File: config.mk
export PLATFORM = sky130hd
export DESIGN_NAME = ycc422_to_rgb_flat
export DESIGN_NICKNAME = d
export VERILOG_FILES = /design/src/rtl/ycc422_to_rgb_if.sv /design/src/rtl/ycc422_to_rgb.sv /design/src/flat_wrapper.sv
export SDC_FILE = /design/constraint.sdc
export NUM_CORES = 1
export LEC_CHECK = 0
export CORE_UTILIZATION = 40
export CTS_BUF_LIST = sky130_fd_sc_hd__clkbuf_16
export CTS_CLUSTER_DIAMETER = 120
export CTS_CLUSTER_SIZE = 20
export DETAILED_ROUTE_END_ITERATION = 8
export MAX_ROUTING_LAYER = met4
export SLEW_MARGIN = 5
export SYNTH_ARGS = -nofsm -noshare
export SYNTH_HDL_FRONTEND = slang
export SYNTH_SLANG_ARGS = --single-unit
File: constraint.sdc
create_clock -name clk -period 11.5 [get_ports clk]
set_input_delay 1.725 -clock clk [delete_from_list [all_inputs] [get_ports clk]]
set_output_delay 1.725 -clock clk [all_outputs]
set_load 0.1 [all_outputs]
File: src/rtl/ycc422_to_rgb_if.sv
// Video bus between a 4:2:2 YCbCr source, the converter and the RGB sink.
// The source side drives the ycc_* group; the converter drives the rgb_* group.
interface ycc422_to_rgb_if;
    logic [15:0] ycc;
    logic        ycc_dv;
    logic        ycc_hs;
    logic        ycc_vs;
    logic [23:0] rgb;
    logic        rgb_dv;
    logic        rgb_hs;
    logic        rgb_vs;
    logic        line_end;

    modport master (
        output ycc, ycc_dv, ycc_hs, ycc_vs,
        input  rgb, rgb_dv, rgb_hs, rgb_vs, line_end
    );

    modport slave (
        input  ycc, ycc_dv, ycc_hs, ycc_vs,
        output rgb, rgb_dv, rgb_hs, rgb_vs, line_end
    );
endinterface

File: src/rtl/ycc422_to_rgb.sv
// 4:2:2 YCbCr to 24-bit RGB, BT.709 full-range, Q12 coefficients.
// Five-cycle pipeline: p1 -> p2 -> (pairing) s3 -> (products) s4 -> (sum, clamp) rgb.
module ycc422_to_rgb #(
    parameter int         COLORDEPTH = 8,
    parameter logic [7:0] NEUTRAL_C  = 8'd128
) (
    input logic             clk,
    input logic             rst,
    ycc422_to_rgb_if.slave  vid
);

    localparam logic signed [13:0] K_R_CR = 14'sd6450;
    localparam logic signed [13:0] K_G_CB = 14'sd767;
    localparam logic signed [13:0] K_G_CR = 14'sd1917;
    localparam logic signed [13:0] K_B_CB = 14'sd7601;

    typedef struct packed {
        logic [COLORDEPTH-1:0] y;
        logic [COLORDEPTH-1:0] c;
        logic                  dv;
        logic                  ph;
    } tap_t;

    tap_t p1, p2, p3;
    logic ph_in;

    logic [COLORDEPTH-1:0] y_sel, cb_sel, cr_sel;

    logic [COLORDEPTH-1:0] s3_y;
    logic signed [8:0]     s3_cb, s3_cr;

    logic [COLORDEPTH-1:0] s4_y;
    logic signed [21:0]    s4_r_cr, s4_g_cb, s4_g_cr, s4_b_cb;

    logic signed [23:0] sum_r, sum_g, sum_b;
    logic [23:0]        rgb_q;

    logic [4:0] dv_sr, hs_sr, vs_sr;
    logic       le_q;

    function automatic logic [7:0] clamp8(input logic signed [23:0] v);
        logic signed [23:0] q;
        q = v >>> 12;
        if (q[23])
            return '0;
        else if (q > 24'sd255)
            return '1;
        else
            return q[7:0];
    endfunction

    // Phase restarts at even whenever the previous cycle carried no pixel.
    always_comb begin
        ph_in = 1'b0;
        if (p1.dv)
            ph_in = ~p1.ph;
    end

    // Delay line: advances every cycle, no stalls.
    always_ff @(posedge clk) begin
        if (rst) begin
            p1 <= '0;
            p2 <= '0;
            p3 <= '0;
        end else begin
            p1 <= '{vid.ycc[15:8], vid.ycc[7:0], vid.ycc_dv, ph_in};
            p2 <= p1;
            p3 <= p2;
        end
    end

    // Chroma pairing for the pixel at p2; p1 is its successor, p3 its predecessor.
    always_comb begin
        y_sel  = '0;
        cb_sel = NEUTRAL_C;
        cr_sel = NEUTRAL_C;
        if (p2.dv) begin
            y_sel = p2.y;
            if (!p2.ph) begin
                cb_sel = p2.c;
                if (p1.dv && p1.ph)
                    cr_sel = p1.c;
            end else begin
                cr_sel = p2.c;
                cb_sel = p3.c;
            end
        end
    end

    // Stage 3: remove chroma offset.
    always_ff @(posedge clk) begin
        if (rst) begin
            s3_y  <= '0;
            s3_cb <= '0;
            s3_cr <= '0;
        end else begin
            s3_y  <= y_sel;
            s3_cb <= $signed({1'b0, cb_sel}) - 9'sd128;
            s3_cr <= $signed({1'b0, cr_sel}) - 9'sd128;
        end
    end

    // Stage 4: coefficient products.
    always_ff @(posedge clk) begin
        if (rst) begin
            s4_y    <= '0;
            s4_r_cr <= '0;
            s4_g_cb <= '0;
            s4_g_cr <= '0;
            s4_b_cb <= '0;
        end else begin
            s4_y    <= s3_y;
            s4_r_cr <= 22'(K_R_CR) * 22'(s3_cr);
            s4_g_cb <= 22'(K_G_CB) * 22'(s3_cb);
            s4_g_cr <= 22'(K_G_CR) * 22'(s3_cr);
            s4_b_cb <= 22'(K_B_CB) * 22'(s3_cb);
        end
    end

    // Rounded Q12 sums ahead of the clamp.
    always_comb begin
        sum_r = '0;
        sum_g = '0;
        sum_b = '0;
        sum_r = $signed({4'd0, s4_y, 12'd0}) + 24'(s4_r_cr) + 24'sd2048;
        sum_g = $signed({4'd0, s4_y, 12'd0}) - 24'(s4_g_cb) - 24'(s4_g_cr) + 24'sd2048;
        sum_b = $signed({4'd0, s4_y, 12'd0}) + 24'(s4_b_cb) + 24'sd2048;
    end

    // Stage 5: clamp and register the output pixel.
    always_ff @(posedge clk) begin
        if (rst)
            rgb_q <= '0;
        else
            rgb_q <= {clamp8(sum_r), clamp8(sum_g), clamp8(sum_b)};
    end

    // Timing signals follow the pixel through the same five stages; line end
    // marks the first cycle the delayed dv is low after being high.
    always_ff @(posedge clk) begin
        if (rst) begin
            dv_sr <= '0;
            hs_sr <= '0;
            vs_sr <= '0;
            le_q  <= 1'b0;
        end else begin
            dv_sr <= {dv_sr[3:0], vid.ycc_dv};
            hs_sr <= {hs_sr[3:0], vid.ycc_hs};
            vs_sr <= {vs_sr[3:0], vid.ycc_vs};
            le_q  <= dv_sr[4] & ~dv_sr[3];
        end
    end

    assign vid.rgb      = rgb_q;
    assign vid.rgb_dv   = dv_sr[4];
    assign vid.rgb_hs   = hs_sr[4];
    assign vid.rgb_vs   = vs_sr[4];
    assign vid.line_end = le_q;

endmodule

File: src/flat_wrapper.sv
// flat-port wrapper written by rule: the top's interface ports become plain ports
module ycc422_to_rgb_flat 
#(
    parameter int         COLORDEPTH = 8,
    parameter logic [7:0] NEUTRAL_C  = 8'd128
)
  (clk, rst, vid_ycc, vid_ycc_dv, vid_ycc_hs, vid_ycc_vs, vid_rgb, vid_rgb_dv, vid_rgb_hs, vid_rgb_vs, vid_line_end);
  ycc422_to_rgb_if vid_i ();
  input logic clk;
  input logic rst;
  input wire logic [$bits(vid_i.ycc)-1:0] vid_ycc;
  input wire logic [$bits(vid_i.ycc_dv)-1:0] vid_ycc_dv;
  input wire logic [$bits(vid_i.ycc_hs)-1:0] vid_ycc_hs;
  input wire logic [$bits(vid_i.ycc_vs)-1:0] vid_ycc_vs;
  output wire logic [$bits(vid_i.rgb)-1:0] vid_rgb;
  output wire logic [$bits(vid_i.rgb_dv)-1:0] vid_rgb_dv;
  output wire logic [$bits(vid_i.rgb_hs)-1:0] vid_rgb_hs;
  output wire logic [$bits(vid_i.rgb_vs)-1:0] vid_rgb_vs;
  output wire logic [$bits(vid_i.line_end)-1:0] vid_line_end;
  assign vid_i.ycc = vid_ycc;
  assign vid_i.ycc_dv = vid_ycc_dv;
  assign vid_i.ycc_hs = vid_ycc_hs;
  assign vid_i.ycc_vs = vid_ycc_vs;
  assign vid_rgb = vid_i.rgb;
  assign vid_rgb_dv = vid_i.rgb_dv;
  assign vid_rgb_hs = vid_i.rgb_hs;
  assign vid_rgb_vs = vid_i.rgb_vs;
  assign vid_line_end = vid_i.line_end;
  ycc422_to_rgb #(.COLORDEPTH(COLORDEPTH), .NEUTRAL_C(NEUTRAL_C)) u_core (.clk(clk), .rst(rst), .vid(vid_i));
endmodule
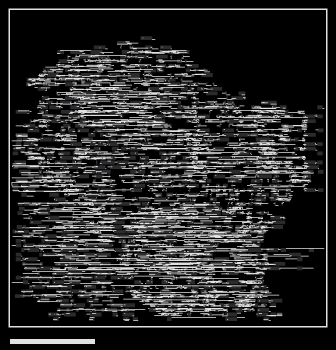
run_1/met1.png
Bar = 50 um. Cells faint in the background.
main direction = horizontal
longest straight run = 50.6 um
share of all routed wire = 49%
vias: 9044
routed wire length: 26.2 mm
global routing usage on met1: 21.3%

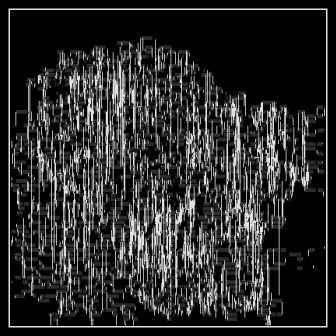
run_1/met2.png
Cells faint in the background.
nets with wire on the layer = 1485
longest straight run = 74.6 um
share of all routed wire = 46%
main direction = vertical
GR Util met2: 26.7%

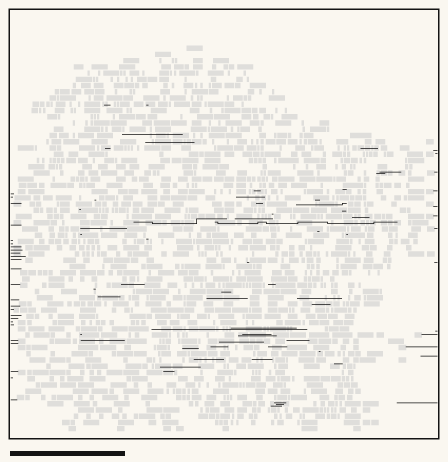
run_1/met3.png
Bar = 50 um. Cells faint in the background.
longest straight run = 67.6 um
share of all routed wire = 2.9%
nets with wire on the layer = 74
wire length on this layer = 750 um
grt met3 use: 2.73%

==> run_results.csv, run 1 <==
group,metric,value,unit
power,switchingPower,0.478,mW
place,dpl.hpwl,21.4,mm
place,placed_area,14600,um^2
global_route,track_usage,16.5,%
min_path,hold-path-endpoint,"u_core.vid.line_end$_SDFF_PP0_",
power,sw_frac_of_total,31.7,%
worst_setup_path,cp-endpoint,"u_core.s4_g_cr[20]$_SDFF_PP0_",
die,rows,67,
place,dp_cells,1875,
worst_setup_path,regToRegSetupSlack,5.99,ns
synth,syn_area_per_cell,9.75,um^2
cts,cts_tree,"built",
place,place_ws,5.95,ns
synth,fa_ha_area_share,40.0,%
synth,edf_count,0,
worst_setup_path,critPathLaunchType,"flop",
power,powerComb,0.243,mW
place,port_buffers,48,
power,clkPwrFrac,41.6,%
global_route,grt_pass1_vias,9275,
synth,synthesis.area,13600,um^2
cts,cts_root_buf,"clkbuf_16",
global_route,grt_busiest_layer,"met2",
synth,topCellsByArea,"dfxtp_1, ha_1, fa_1, inv_1, nor2b_1",
die,die_h,187,um
power,intPower,1.03,mW
power,p_comb_share,16.1,%
sta,fin_crit_sh,47.9,%
layout,drive_gt1_share,3.70,%
worst_setup_path,cp_max_fo,5,
cts,cts_setup_buffers,0,
power,power_density,98.9,nW/um^2
worst_setup_path,r2r-start,"u_core.s3_cr[0]$_SDFF_PP0_",
die,die_area,34800,um^2
sta,final_hold_viol_count,0,
sta,setup-tns-final,0,ns
power,power.leakage,7.90,nW
synth,yosysChipArea,13600,um^2
route,drt-initial-drc-count,408,
synth,yosysTopAreaCell,"dfxtp_1",
synth,post_synth_ao_oa_area_fraction,9.36,%
cts,cts_buffer_depth,2,
cts,hold_buffers,0,
synth,ys_warn_count,0,
synth,fp_nets,1794,
status,status,"finished clean",
synth,xor_share,5.01,%
layout,diodes,0,
place,gp_congestion,0.885,
power,p_clk,0.627,mW
min_path,min_from,"u_core.dv_sr[3]$_SDFF_PP0_",
die,die_w,187,um
die,ios,49,
global_route,antenna_found_initial,0,
worst_setup_path,timing.rr.end,"u_core.s4_g_cr[20]$_SDFF_PP0_",
route,ant_nets,0,
power,power_leader,"sequential cells",
sta,min_period,5.51,ns
route,drt_pass1_iterations,4,
sta,hold-worst-slack,0.410,ns
worst_setup_path,worstSetupPathType,"flop to flop",
die,fp_util,40.7,%
layout,synthToLayoutAreaGrowth,11.9,%
job,warning_count,43,
sta,max_freq,181,MHz
worst_setup_path,worstPathRequired,11.80,ns
sta,fin_skew,0.0110,ns
synth,ys_seq_share,26.0,%
synth,syn_inst,1399,
worst_setup_path,slowest_delay,0.65,ns
min_path,hold_class,"flop to flop",
synth,yosys_register_bits,177,
sta,worst_slew_pin_slew,0.991,ns
min_path,hold_depth,1,
layout,utilization,45.5,%
worst_setup_path,cp.buffers_inverters,4,
cts,clk_latency,0.44,ns
layout,fin_area,15300,um^2
synth,simple_gate_share,11.4,%
worst_setup_path,critical-path-top-delay-family,"adder cells",
layout,fin_nets,1841,
layout,nFillCells,3259,
power,powerSeq,0.638,mW
cts,cts.sinks,177,
layout,fin_cells,1907,
synth,ys_cells,1399,
route,wire_per_inst,13.8,um
sta,rsz0062_at_grt,"false",
die,core,33500,um^2
power,power,1.51,mW
route,vias_per_cell,4.74,
cts,cts_max_level,4,
synth,common_cells,"ha_1, inv_1, dfxtp_1",
route,drc,0,
worst_setup_path,startpoint,"u_core.s3_cr[0]$_SDFF_PP0_",
cts,cts_buffers,17,
sta,finalMaxSlewViolations,0,
worst_setup_path,worstPathArrival,5.81,ns
sta,setup_ws,5.99,ns
worst_setup_path,path_depth,21,
worst_setup_path,path_cells,"fa_1 -> inv_1 -> fa_1 -> inv_1 -> ha_1 -> inv_1 -> fa_1 -> inv_1 -> ha_1 -> ha_1 -> fa_1 -> a21o_1 -> a21oi_1 -> o21bai_1 -> a21oi_1 -> o21ai_0 -> a41o_1 -> o41ai_1 -> o21ai_0 -> xnor2_1 -> nor2_1",
cts,clk_pin_slew,0.08,ns
layout,largest_reg_flops,24,
synth,topCombFamilyByArea,"adder cells",
power,vdd_ir_drop_max,0.105,mV
layout,lay_top_cells,"ha_1, inv_1, dfxtp_1",
power,seqPwrFrac,42.3,%
synth,yosysMostFrequentCell,"ha_1",
global_route,grt_max_degree,69,
sta,setup_violations,0,
sta,slew_headroom,33.7,%
synth,synth_top_flop_cell,"dfxtp_1",
synth,mux_share,0.587,%
layout,lay_top_count,"ha_1",
synth,async_reset_ff_share,0,%
==> run 1: area by class of cell <==
| type | instances | area [um^2] | share of cell area (%) |
|---|---|---|---|
| Multi-Input combinational cell | 944 | 9050 | 59.3 |
| Timing Repair Buffer | 51 | 500 | 3.28 |
| Clock inverter | 15 | 226 | 1.48 |
| Sequential cell | 177 | 3540 | 23.2 |
| Inverter | 255 | 957 | 6.27 |
| Tap cell | 448 | 561 | 3.67 |
| Clock buffer | 17 | 425 | 2.79 |
==> run 1: routing by layer <==
metal	up-vias	share of wire, %	wire length [um]
met5	-	0	0
met4	0	1.8	461
met3	26	2.9	750
met2	129	46	12200
met1	4221	49	12900
li1	4668	-	-
==> run 2: changes to the inputs <==
==> constraint.sdc (replaced) <==
create_clock -name clk -period 5.65 [get_ports clk]
set_input_delay 0.8475 -clock clk [delete_from_list [all_inputs] [get_ports clk]]
set_output_delay 0.8475 -clock clk [all_outputs]
set_load 0.1 [all_outputs]
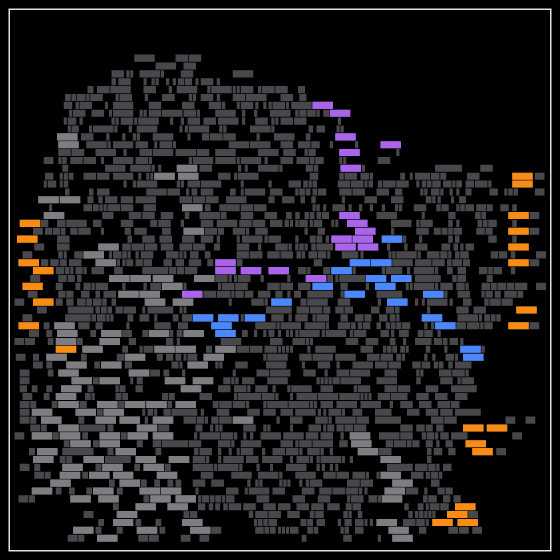
run_2/registers.png
Other sequential cells in the stronger gray, the rest of the logic in the fainter gray.
u_core.s4_g_cb -> purple  # placed flops 19
u_core.vid.rgb -> orange  # placed flops 24
u_core.s4_g_cr -> blue  # placed flops 21
not colored = 113
flop share of the area: 23.1%
Sequential Power: 1.30 mW

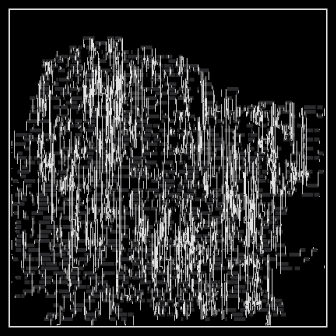
run_2/met2.png
Cells faint in the background.
GR Util met2: 26.8%
vias: 8992
routed wire length: 26.0 mm

==> run_results.csv, run 2 <==
group,metric,value,unit
status,status,"finished clean",
power,switchingPower,0.921,mW
cts,cts_tree,"built",
route,drt_pass1_iterations,5,
worst_setup_path,path_cells,"fa_2 -> inv_1 -> fa_1 -> inv_1 -> ha_1 -> inv_1 -> fa_1 -> inv_1 -> ha_1 -> ha_1 -> fa_1 -> a21o_1 -> a21oi_1 -> o21bai_1 -> a21oi_2 -> o21ai_0 -> a41o_1 -> o41ai_2 -> o21ai_0 -> xnor2_1 -> nor2_1",
power,p_comb_share,16.3,%
sta,slew_headroom,34.2,%
die,ios,49,
worst_setup_path,critical-path-top-delay-family,"adder cells",
sta,worst_slew_pin_slew,0.983,ns
worst_setup_path,worstPathRequired,5.94,ns
power,sw_frac_of_total,30.3,%
worst_setup_path,worstPathArrival,5.61,ns
global_route,grt_pass1_vias,9151,
worst_setup_path,cp.buffers_inverters,4,
layout,lay_top_cells,"ha_1, inv_1, dfxtp_1",
layout,synthToLayoutAreaGrowth,12.3,%
worst_setup_path,cp_max_fo,5,
route,drt-initial-drc-count,373,
min_path,min_from,"u_core.dv_sr[3]$_SDFF_PP0_",
worst_setup_path,regToRegSetupSlack,0.33,ns
power,vdd_ir_drop_max,0.220,mV
sta,setup-tns-final,0,ns
layout,fin_nets,1846,
layout,nFillCells,3193,
worst_setup_path,r2r-start,"u_core.s3_cr[0]$_SDFF_PP0_",
route,highest_layer,"met4",
job,warning_count,43,
cts,cts.sinks,177,
route,met3_length,699,um
sta,rsz0062_at_grt,"false",
cts,clk_latency,0.44,ns
sta,finalMaxSlewViolations,0,
sta,fin_skew,0.0185,ns
power,power,3.04,mW
layout,fin_cells,1912,
power,power_leader,"sequential cells",
route,drc,0,
synth,async_reset_ff_share,0,%
power,clkPwrFrac,41.0,%
synth,yosysTopAreaCell,"dfxtp_1",
worst_setup_path,critPathLaunchType,"flop",
synth,ys_warn_count,0,
global_route,antenna_found_initial,0,
synth,common_cells,"ha_1, inv_1, dfxtp_1",
synth,ys_seq_share,26.0,%
global_route,grt_max_degree,83,
global_route,grt_busiest_layer,"met2",
layout,lay_top_count,"ha_1",
cts,cts_setup_buffers,0,
place,place_ws,0.132,ns
worst_setup_path,timing.rr.end,"u_core.s4_g_cr[20]$_SDFF_PP0_",
route,wl_met2,12.1,mm
power,seqPwrFrac,42.7,%
synth,synthesis.area,13600,um^2
cts,cts_buffers,17,
die,die_h,187,um
route,wire_per_inst,13.6,um
min_path,hold_depth,1,
cts,cts_max_level,4,
sta,setup_violations,0,
cts,cts_buffer_depth,2,
synth,edf_count,0,
layout,register_area,3540,um^2
die,rows,67,
place,port_buffers,48,
sta,min_period,5.32,ns
route,drt-met1-wl,12.9,mm
synth,yosysChipArea,13600,um^2
route,vias_per_cell,4.70,
power,power_density,199,nW/um^2
power,intPower,2.12,mW
synth,synth_top_flop_cell,"dfxtp_1",
synth,fp_nets,1794,
synth,yosysMostFrequentCell,"ha_1",
worst_setup_path,worstSetupPathType,"flop to flop",
power,power.leakage,7.93,nW
global_route,grtUsageMet3,2.80,%
layout,comb_area,9070,um^2
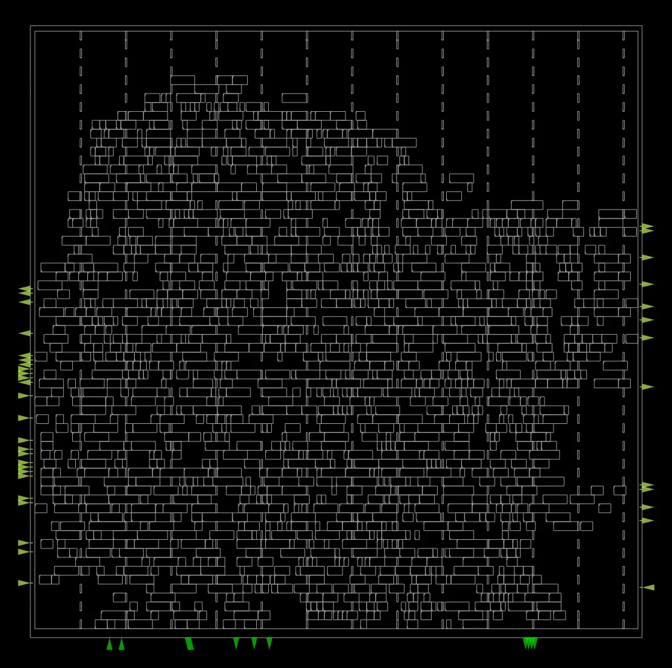
run_2/final_placement.png
core area: 33500 um^2
Tapcell Cnt: 448
Seq cells: 177

[run 2: kinds of logic after synthesis]
kind of cell,after synthesis,synth area share [%]
compound gates,187,9.36
xor+xnor,78,5.01
fa+ha+maj,374,40.0
buf+inv,278,7.66
flops,177,26.0
mux,8,0.587
simple gates,297,11.4
[run 2: layout make-up]
cell class / count / share of cell area [%]
well taps: 448 / 3.66
repair buffers: 56 / 3.51
flip-flops and latches: 177 / 23.1
multi-input cells: 944 / 59.2
clock buffers: 17 / 2.78
inverters: 255 / 6.25
clock inverters: 15 / 1.43
[run 2: metrics by stage]
stage / area, um^2 / utilization [%]
floorplan: 13600 / -
global placement: 14600 / 43.7
detailed placement: 14600 / 43.7
CTS: 15300 / 45.6
global route: 15300 / 45.7
finish: 15300 / 45.7
==> run 3: changes to the inputs <==
==> constraint.sdc (replaced) <==
create_clock -name clk -period 5.65 [get_ports clk]
set_input_delay 0.8475 -clock clk [delete_from_list [all_inputs] [get_ports clk]]
set_output_delay 0.8475 -clock clk [all_outputs]
set_load 0.01 [all_outputs]
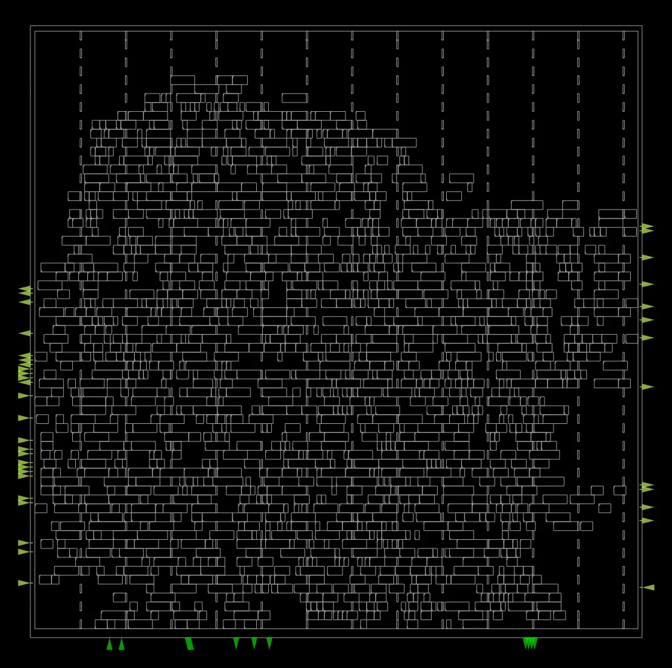
run_3/final_placement.png
Final Util: 45.7%
# rows: 67
Finished Layout Cells: 1912

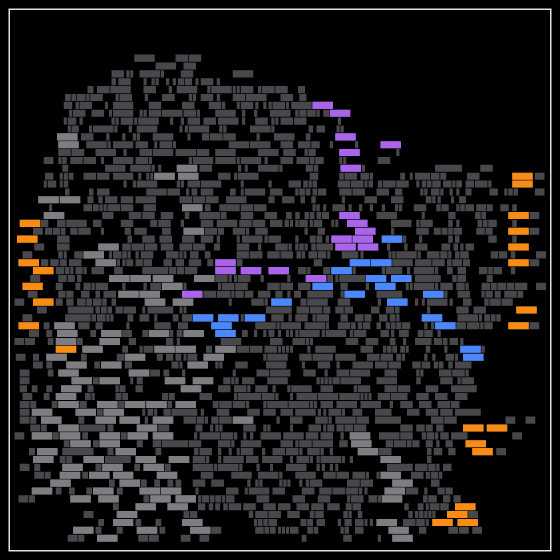
run_3/registers.png
Other sequential cells in the stronger gray, the rest of the logic in the fainter gray.
u_core.vid.rgb -> orange  # placed flops 24
u_core.s4_g_cb -> purple  # placed flops 19
u_core.s4_g_cr -> blue  # placed flops 21
Reg area: 3540 um^2

==> run_results.csv, run 3 <==
group,metric,value,unit
sta,fin_skew,0.0185,ns
synth,topCellsByArea,"dfxtp_1, ha_1, fa_1, inv_1, nor2b_1",
layout,fin_area,15300,um^2
synth,fp_nets,1794,
layout,comb-cell-share,59.2,%
global_route,antenna_found_initial,0,
sta,worst_slew_pin_slew,0.916,ns
worst_setup_path,worstSetupPathType,"flop to flop",
route,vias_per_cell,4.70,
power,power.leakage,7.93,nW
min_path,hold_class,"flop to flop",
die,fp_util,40.7,%
global_route,grt_pass1_vias,9151,
sta,min_period,5.32,ns
synth,fa_ha_area_share,40.0,%
sta,finalMaxSlewViolations,0,
synth,mux_share,0.587,%
synth,yosys_register_bits,177,
route,drt-initial-drc-count,373,
cts,clk_pin_slew,0.07,ns
layout,logic_gate_count,944,
worst_setup_path,regToRegSetupSlack,0.33,ns
route,drt_pass1_iterations,5,
synth,common_cells,"ha_1, inv_1, dfxtp_1",
synth,syn_inst,1399,
sta,setup-tns-final,0,ns
cts,cts_max_level,4,
place,place_ws,0.132,ns
synth,syn_area_per_cell,9.75,um^2
worst_setup_path,path_cells,"fa_2 -> inv_1 -> fa_1 -> inv_1 -> ha_1 -> inv_1 -> fa_1 -> inv_1 -> ha_1 -> ha_1 -> fa_1 -> a21o_1 -> a21oi_1 -> o21bai_1 -> a21oi_2 -> o21ai_0 -> a41o_1 -> o41ai_2 -> o21ai_0 -> xnor2_1 -> nor2_1",
layout,flop-count,177,
layout,buffer_area_share,3.51,%
global_route,track_usage,16.5,%
min_path,hold_depth,1,
power,vdd_ir_drop_max,0.218,mV
layout,clock_buffers,17,
route,vias,8992,
die,ios,49,
place,dpl.hpwl,21.2,mm
synth,synthesis.area,13600,um^2
cts,cts_buffers,17,
die,die_area,34800,um^2
worst_setup_path,worstPathArrival,5.61,ns
synth,synth_top_flop_cell,"dfxtp_1",
layout,nFillCells,3193,
synth,async_reset_ff_share,0,%
layout,diodes,0,
status,status,"finished clean",
route,wirelength,26.0,mm
cts,cts.sinks,177,
global_route,grt_max_degree,83,
die,die_w,187,um
synth,xor_share,5.01,%
layout,synthToLayoutAreaGrowth,12.3,%
cts,clk_latency,0.44,ns
power,power,2.93,mW
worst_setup_path,critPathLaunchType,"flop",
route,ant_nets,0,
synth,edf_count,0,
min_path,min_from,"u_core.dv_sr[3]$_SDFF_PP0_",
layout,fin_nets,1846,
worst_setup_path,path_depth,21,
layout,inv_count,255,
layout,largest_reg_flops,24,
layout,lay_top_cells,"ha_1, inv_1, dfxtp_1",
worst_setup_path,startpoint,"u_core.s3_cr[0]$_SDFF_PP0_",
worst_setup_path,cp.buffers_inverters,4,
synth,yosysMostFrequentCell,"ha_1",
route,wire_per_inst,13.6,um
place,dp_cells,1880,
job,warning_count,43,
synth,simple_gate_share,11.4,%
cts,hold_buffers,0,
die,core,33500,um^2
place,gp_congestion,0.887,
layout,lay_top_count,"ha_1",
cts,cts_buffer_depth,2,
sta,setup_violations,0,
worst_setup_path,critical-path-top-delay-family,"adder cells",
synth,post_synth_ao_oa_area_fraction,9.36,%
worst_setup_path,worstPathRequired,5.94,ns
sta,fin_crit_sh,94.2,%
cts,cts_root_buf,"clkbuf_16",
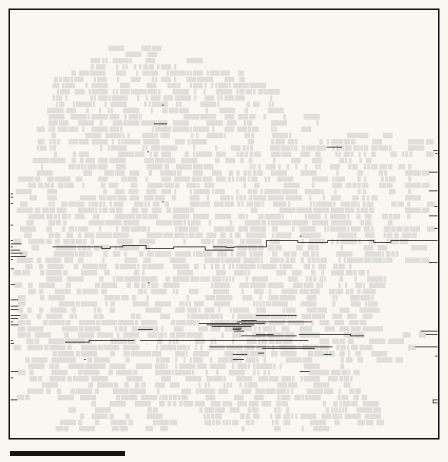
run_3/met3.png
Bar = 50 um. Cells faint in the background.
grt met3 use: 2.80%

run 3: cell counts after synthesis:
No cell type changed its count.
run 3: metal layers:
metal / up-vias / global-route usage (%) / wire, um
met4: 0 / 3.72 / 270
li1: 4667 / - / -
met3: 13 / 2.80 / 699
met2: 99 / 26.8 / 12100
met1: 4213 / 21.5 / 12900
met5: - / - / 0
run 3: power by group:
group / leakage (nW) / total, mW / internal (mW) / switching (mW)
clock network: 0.307 / 1.25 / 0.655 / 0.592
registers: 1.44 / 1.30 / 1.29 / 0.0143
logic: 6.19 / 0.381 / 0.181 / 0.200
total: 7.93 / 2.93 / 2.12 / 0.806
run 3: repair_timing:
action	in CTS	in global routing
gates resized	0	5
hold endpoints to repair	0	0
setup endpoints to repair	0	3
No activity file was given, so power comes from the tool's default toggle rates.
